Run 1, cells coloured by class:
Bar = 50 um.
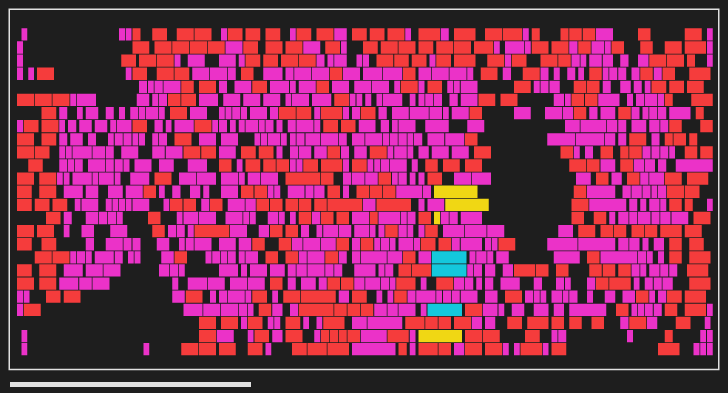
Run 1, selected gate families:
Bar = 50 um.
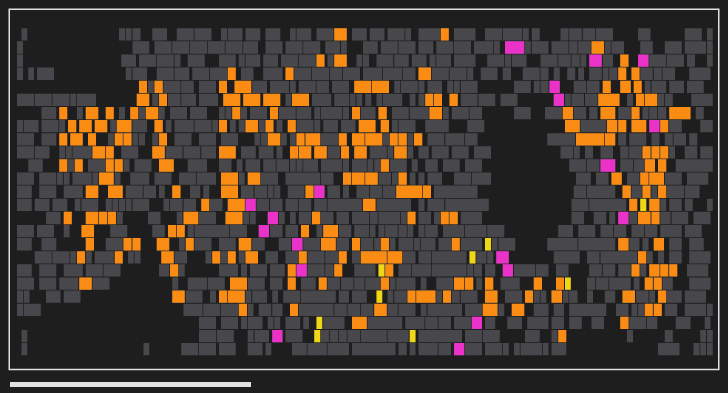
Run 1, supply network:
Pins as bars on the die edge. Tap cells in grey.
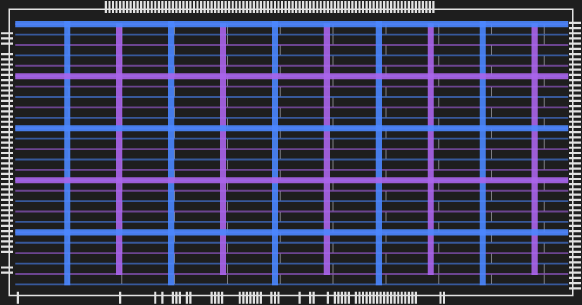
Run 1, clock distribution:
Bar = 50 um.
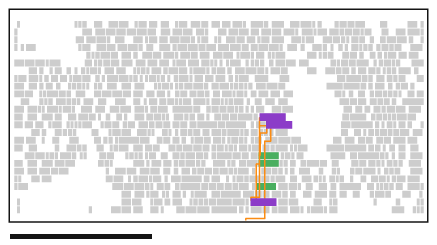
**config.mk**
```make
export PLATFORM = sky130hd
export DESIGN_NAME = wr_drain_ctrl_flat
export DESIGN_NICKNAME = d
export VERILOG_FILES = /design/src/rtl/wr_drain_ctrl_if.sv /design/src/rtl/wr_drain_ctrl.sv /design/src/flat_wrapper.sv
export SDC_FILE = /design/constraint.sdc
export NUM_CORES = 1
export LEC_CHECK = 0
export CAP_MARGIN = 30
export CORE_ASPECT_RATIO = 0.5
export CORE_UTILIZATION = 40
export CTS_CLUSTER_DIAMETER = 40
export DETAILED_ROUTE_END_ITERATION = 10
export PLACE_DENSITY = 0.94
export SLEW_MARGIN = 20
export SYNTH_ARGS = -nofsm -noshare
export SYNTH_HDL_FRONTEND = slang
export SYNTH_SLANG_ARGS = --single-unit
```
**constraint.sdc**
```tcl
create_clock -name clk -period 4.9 [get_ports clk]
set_input_delay 1.47 -clock clk [delete_from_list [all_inputs] [get_ports clk]]
set_output_delay 1.47 -clock clk [all_outputs]
set_load 0.02 [all_outputs]
```
**src/rtl/wr_drain_ctrl_if.sv**
```systemverilog
// Memory write-beat port between the write-drain controller (master) and the data memory (slave).
interface wr_drain_ctrl_if #(
    parameter int ADDR_W = 32
);
    logic              mem_req;
    logic [ADDR_W-4:0] mem_addr;
    logic [7:0]        mem_be;
    logic [63:0]       mem_wdata;
    logic              mem_ack;

    modport master (
        output mem_req,
        output mem_addr,
        output mem_be,
        output mem_wdata,
        input  mem_ack
    );

    modport slave (
        input  mem_req,
        input  mem_addr,
        input  mem_be,
        input  mem_wdata,
        output mem_ack
    );
endinterface

```
**src/rtl/wr_drain_ctrl.sv**
```systemverilog
// Write-FIFO drain controller: turns each store entry into one or two 8-byte-aligned write beats.
// Define WR_DRAIN_PERF_CNT_EN to build the split/stall performance counters; otherwise they read 0.
module wr_drain_ctrl #(
    parameter int ADDR_W = 32,
    parameter int DATA_W = 98,
    parameter int CNT_W  = 16
) (
    input  logic               clk,
    input  logic               rst,
    input  logic               drain_en,
    input  logic               fifo_empty,
    input  logic [2:0]         fifo_cnt,
    input  logic [DATA_W-1:0]  fifo_rd_data,
    output logic               fifo_rd,
    wr_drain_ctrl_if.master    mem,
    output logic               ctrl_idle,
    output logic [CNT_W-1:0]   cnt_split,
    output logic [CNT_W-1:0]   cnt_stall
);
    localparam int LANE_W = 64;
    localparam int LINE_W = ADDR_W - 3;

    typedef enum logic [1:0] {
        IDLE  = 2'd0,
        BEAT1 = 2'd1,
        BEAT2 = 2'd2
    } state_t;

    state_t state;
    logic   mem_req_q;

    logic [LANE_W-1:0]   st_data;
    logic [ADDR_W-1:0]   st_addr;
    logic [1:0]          st_size;
    logic [2:0]          st_off;
    logic [3:0]          st_bytes;
    logic                split;
    logic [7:0]          byte_mask;
    logic [15:0]         be_span;
    logic [2*LANE_W-1:0] data_span;
    logic [LINE_W-1:0]   line;
    logic                final_beat;
    logic                b2b;

    // The head entry is held by the FIFO until the pop, so the beat payload is decoded straight from it.
    assign st_data   = fifo_rd_data[DATA_W-1 -: LANE_W];
    assign st_addr   = fifo_rd_data[ADDR_W+1:2];
    assign st_size   = fifo_rd_data[1:0];
    assign st_off    = st_addr[2:0];
    assign st_bytes  = 4'd1 << st_size;
    assign split     = ({1'b0, st_off} + st_bytes) > 4'd8;
    assign byte_mask = 8'((9'd1 << st_bytes) - 9'd1);
    assign be_span   = {8'b0, byte_mask} << st_off;
    assign data_span = {{LANE_W{1'b0}}, st_data} << {st_off, 3'b000};
    assign line      = st_addr[ADDR_W-1:3];

    assign final_beat = mem_req_q && mem.mem_ack &&
                        ((state == BEAT1 && !split) || state == BEAT2);
    assign b2b        = (fifo_cnt >= 3'd2) && drain_en;

    // NOTE: sequential state uses non-blocking assignments so every register samples pre-edge values.
    always_ff @(posedge clk) begin
        if (rst) begin
            state     <= IDLE;
            mem_req_q <= 1'b0;
        end else begin
            case (state)
                IDLE: begin
                    if (!fifo_empty && drain_en) begin
                        state     <= BEAT1;
                        mem_req_q <= 1'b1;
                    end
                end
                BEAT1: begin
                    if (mem.mem_ack) begin
                        if (split) begin
                            state <= BEAT2;
                        end else begin
                            state     <= b2b ? BEAT1 : IDLE;
                            mem_req_q <= b2b;
                        end
                    end
                end
                BEAT2: begin
                    if (mem.mem_ack) begin
                        state     <= b2b ? BEAT1 : IDLE;
                        mem_req_q <= b2b;
                    end
                end
                default: begin
                    state     <= IDLE;
                    mem_req_q <= 1'b0;
                end
            endcase
        end
    end

    // NOTE: every output gets a default first so no path through the case can infer a latch.
    always_comb begin
        mem.mem_req   = mem_req_q;
        mem.mem_addr  = '0;
        mem.mem_be    = '0;
        mem.mem_wdata = '0;
        case (state)
            BEAT1: begin
                mem.mem_addr  = line;
                mem.mem_be    = be_span[7:0];
                mem.mem_wdata = data_span[LANE_W-1:0];
            end
            BEAT2: begin
                mem.mem_addr  = line + LINE_W'(1);
                mem.mem_be    = be_span[15:8];
                mem.mem_wdata = data_span[2*LANE_W-1:LANE_W];
            end
            default: ;
        endcase
    end

    // A reset landing on the final ack must not pop: the FIFO is cleared by its own reset.
    assign fifo_rd   = final_beat && !rst && !fifo_empty;
    assign ctrl_idle = (state == IDLE) && fifo_empty;

`ifdef WR_DRAIN_PERF_CNT_EN
    always_ff @(posedge clk) begin
        if (rst) begin
            cnt_split <= '0;
            cnt_stall <= '0;
        end else begin
            if (state == BEAT1 && mem_req_q && mem.mem_ack && split && cnt_split != '1)
                cnt_split <= cnt_split + CNT_W'(1);
            if (mem_req_q && !mem.mem_ack && cnt_stall != '1)
                cnt_stall <= cnt_stall + CNT_W'(1);
        end
    end
`else
    assign cnt_split = '0;
    assign cnt_stall = '0;
`endif

endmodule
```
**src/flat_wrapper.sv**
```systemverilog
// flat-port wrapper written by rule: the top's interface ports become plain ports
module wr_drain_ctrl_flat 
#(
    parameter int ADDR_W = 32,
    parameter int DATA_W = 98,
    parameter int CNT_W  = 16
)
  (clk, rst, drain_en, fifo_empty, fifo_cnt, fifo_rd_data, fifo_rd, ctrl_idle, cnt_split, cnt_stall, mem_mem_req, mem_mem_addr, mem_mem_be, mem_mem_wdata, mem_mem_ack);
  wr_drain_ctrl_if #(.ADDR_W(ADDR_W)) mem_i ();
  input  logic clk;
  input  logic rst;
  input  logic drain_en;
  input  logic fifo_empty;
  input  logic [2:0] fifo_cnt;
  input  logic [DATA_W-1:0] fifo_rd_data;
  output logic fifo_rd;
  output logic ctrl_idle;
  output logic [CNT_W-1:0] cnt_split;
  output logic [CNT_W-1:0] cnt_stall;
  output wire logic [$bits(mem_i.mem_req)-1:0] mem_mem_req;
  output wire logic [$bits(mem_i.mem_addr)-1:0] mem_mem_addr;
  output wire logic [$bits(mem_i.mem_be)-1:0] mem_mem_be;
  output wire logic [$bits(mem_i.mem_wdata)-1:0] mem_mem_wdata;
  input wire logic [$bits(mem_i.mem_ack)-1:0] mem_mem_ack;
  assign mem_mem_req = mem_i.mem_req;
  assign mem_mem_addr = mem_i.mem_addr;
  assign mem_mem_be = mem_i.mem_be;
  assign mem_mem_wdata = mem_i.mem_wdata;
  assign mem_i.mem_ack = mem_mem_ack;
  wr_drain_ctrl #(.ADDR_W(ADDR_W), .DATA_W(DATA_W), .CNT_W(CNT_W)) u_core (.clk(clk), .rst(rst), .drain_en(drain_en), .fifo_empty(fifo_empty), .fifo_cnt(fifo_cnt), .fifo_rd_data(fifo_rd_data), .fifo_rd(fifo_rd), .mem(mem_i), .ctrl_idle(ctrl_idle), .cnt_split(cnt_split), .cnt_stall(cnt_stall));
endmodule
```
==> impl_metrics.env, run 1 <==
# yosys + openroad results
export IMPL_wl_um=20000
export IMPL_top_logic_kind="AND-OR/OR-AND gates"
export IMPL_cts_buffers=3
export IMPL_r2r_start="u_core.state[1]"
export IMPL_syn_inst=661
export IMPL_tns_ns=0
export IMPL_layout_drive_gt1_share=0.223
export IMPL_wl_met3_um=2180
export IMPL_clkbuf_count=4
export IMPL_n_tap_cell=135
export IMPL_p_seq_mw=0.0339
export IMPL_worstSetupEndpointType="output port"
export IMPL_cts_root_buf="clkbuf_16"
export IMPL_final_util=0.725
export IMPL_finalCritPeriodShare=0.994
export IMPL_rrSetupSlack_ns=3.06
export IMPL_setup_worst_path_start_class="input pin"
export IMPL_first_pass_iters=8
export IMPL_cts_sinks=3
export IMPL_cts_setup_buffers=4
export IMPL_status="complete, no violations"
export IMPL_fill_cells=747
export IMPL_adder_share=0.0340
export IMPL_drv_slew=0
export IMPL_drt_initial_drc_count=947
export IMPL_drc=0
export IMPL_p_switching_mw=0.508
export IMPL_relSlewSlack=0.469
export IMPL_viasPerCell=6.24
export IMPL_synth_xor_area_share=0.00418
export IMPL_via_count=6672
export IMPL_max_cap_violations=0
export IMPL_ys_warn_count=0
export IMPL_pre_cts_ws_ns=-0.624
export IMPL_top_layer_used="met4"
## Picture notes: 'cells coloured by class'
Cyan is sequential cells, cells 3, share of their area 0.86%. Yellow is clock drivers and dummy loads, cells 4, share of their area 1.1%. Red is remaining buffers and delay cells, cells 327, share of their area 42%. Magenta is combinational and other logic, cells 600, share of their area 56%.
core area: 9820 um2
post-route cell area: 7120 um2
fraction of area in registers: 0.00843

## Picture notes: 'selected gate families'
Orange is aoi and oai cells, cells 206, most used a21oi_1. Magenta is and/or cells, cells 19, most used and2_1. Yellow is inv cells, cells 9, most used inv_1.
fin cells: 1069
logic share of the area: 0.538
dominant logic cell type in the layout: buf_4

## Picture notes: 'supply network'
Purple is VDD. Blue is VSS.
5 straps on met5. 26 met1 rails follow the rows. 135 tap cells. The core has 25 rows.
Die X: 147 um
die height: 74.4 um
Max VDD drop: 0.103 mV

## Picture notes: 'clock distribution'
Green is flip-flops, count 3. Purple is clock drivers, count 3. Orange is clock wires, length 127 um.
There are 4 routed clock nets.
Clk. pwr: 0.132 mW
Clk network pwr share: 0.134

Run 1, clock routing:
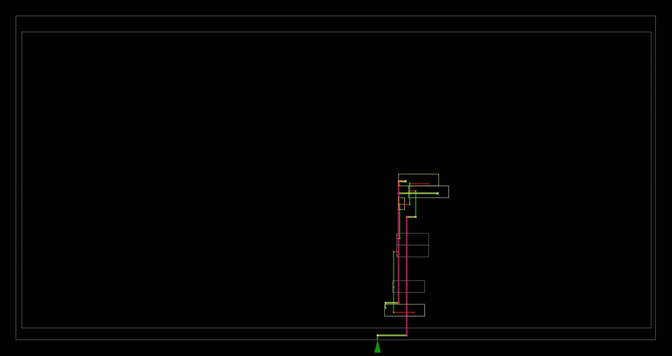

==> run 2: changes to the inputs <==
--- a/config.mk
+++ b/config.mk
@@ -7,6 +7,7 @@
 export LEC_CHECK = 0
 export CAP_MARGIN = 30
 export CORE_ASPECT_RATIO = 0.5
+export CORE_MARGIN = 4
 export CORE_UTILIZATION = 40
 export CTS_CLUSTER_DIAMETER = 40
 export DETAILED_ROUTE_END_ITERATION = 10
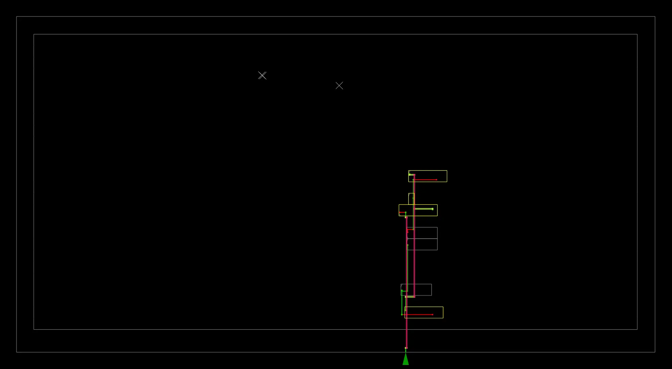
Run 2: clock routing
Fin Clk Skew: 0.000968 ns
clk latency late pin: 0.23 ns
clock buffer count: 4
flip-flops: 3

==> run 2 against run 1 <==
Against the previous run: the run now ends with DRC left; global-route usage down 2.3 points; synthesized cell count unchanged; sequential share of layout area about the same; cell count up 0.19%; critical path type unchanged; highest routed layer unchanged.
==> impl_metrics.env, run 2 <==
# yosys + openroad results
export IMPL_pre_cts_ws_ns=-0.799
export IMPL_grt_max_degree=35
export IMPL_p_switching_mw=0.509
export IMPL_startpoint="fifo_rd_data[2]"
export IMPL_via_count=6698
export IMPL_final_area_um2=7060
export IMPL_top_logic_kind="AND-OR/OR-AND gates"
export IMPL_clock_power_share=0.133
export IMPL_n_tap_cell=140
export IMPL_grt_pass1_vias=6416
export IMPL_holdBufCountCts=0
export IMPL_ys_sh_aoi=0.333
export IMPL_sh_seq_area=0.00851
export IMPL_cts_max_path_buffers=2
export IMPL_adder_share=0.0340
export IMPL_drc=3
export IMPL_slowest_stage="a221oi_1"
export IMPL_cts_setup_buffers=3
export IMPL_rrSetupSlack_ns=3.07
export IMPL_cp_depth=8
export IMPL_yosys_stat_area_um2=4200
export IMPL_ios=242
export IMPL_antenna_found_initial=0
export IMPL_ys_warn_count=0
export IMPL_syn_cell_area_um2=4200
export IMPL_required_ns=3.43
export IMPL_p_comb_mw=0.826
export IMPL_finalCritPeriodShare=0.995
export IMPL_p_seq_mw=0.0334
export IMPL_top_layer_used="met4"
export IMPL_drv_slew=0
export IMPL_instances_no_fill=1071
export IMPL_min_path_cells=2
export IMPL_synth_xor_area_share=0.00418
export IMPL_cellPowerDensity_nw_per_um2=140
export IMPL_comb_cell_share=0.540
export IMPL_cts_sinks=3
export IMPL_yosysSeqAreaShare=0.0143
export IMPL_cts_root_buf="clkbuf_16"
export IMPL_syn_to_final_growth_pct=68.2
export IMPL_relSlewSlack=0.510
export IMPL_portBuffers=208
export IMPL_ys_flops=3
export IMPL_path_delay_family="buffers and inverters"
export IMPL_layout_top_cell="buf_4"
export IMPL_cts_buffers=3
export IMPL_area_leaders="mux2i_1, nor2_1, a21oi_1, mux2_2, nand2_1"
export IMPL_tns_ns=0
export IMPL_fill_cells=778
export IMPL_status="finished, violations left"
export IMPL_wl_um=20900
export IMPL_seq_power_share=0.034
export IMPL_edf_count=0
export IMPL_final_layout_top_logic_cells="buf_4, nor2_1, clkdlybuf4s50_1"
export IMPL_syn_inst=661
export IMPL_crit_chain="buf_2, buf_6, buf_12, mux2i_1, mux2i_1, a221oi_1, nor2_1, dlygate4sd2_1"
export IMPL_worstSetupEndpointType="output port"
export IMPL_worstRegToRegCells=7
export IMPL_wl_met3_um=2530
export IMPL_drt_initial_drc_count=933
export IMPL_setup_worst_path_start_class="input pin"
export IMPL_grtUsageMet1=0.363
export IMPL_r2r_start="u_core.state[1]"
export IMPL_fp_util=0.411
export IMPL_final_util=0.691
export IMPL_ys_types=66
export IMPL_place_inst=1061
export IMPL_max_cap_violations=0
export IMPL_first_pass_iters=11
export IMPL_violations="DRC"
export IMPL_layout_drive_gt1_share=0.211
export IMPL_ys_flop_type="dfxtp_1"
export IMPL_power_leader="combinational cells"
export IMPL_pg_clk_mw=0.132
export IMPL_hpwlAfterDp_um=16300
export IMPL_hold_class="reg2reg"
export IMPL_use_met2=0.535
export IMPL_crit_fanout=18
export IMPL_viasPerCell=6.25
export IMPL_rows=26
export IMPL_met1Wirelength_um=7610
export IMPL_worstHoldStart="u_core.mem.mem_req"
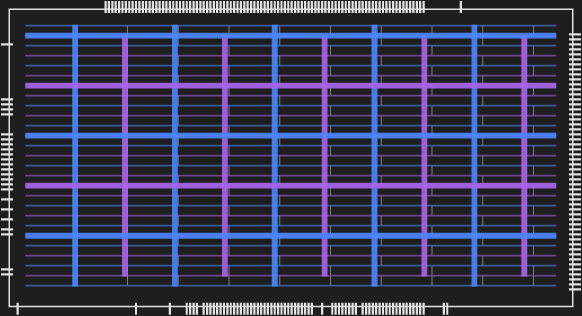
Run 2: supply network
Pins as bars on the die edge. Tap cells in grey.
Purple is VDD. Blue is VSS.
27 met1 rails follow the rows. 10 straps on met4. The core has 26 rows. 242 signal pins sit on the boundary.
Die X: 153 um
core area: 10200 um2
Max VDD drop: 0.106 mV

Power is estimated from default activity; no workload was simulated.
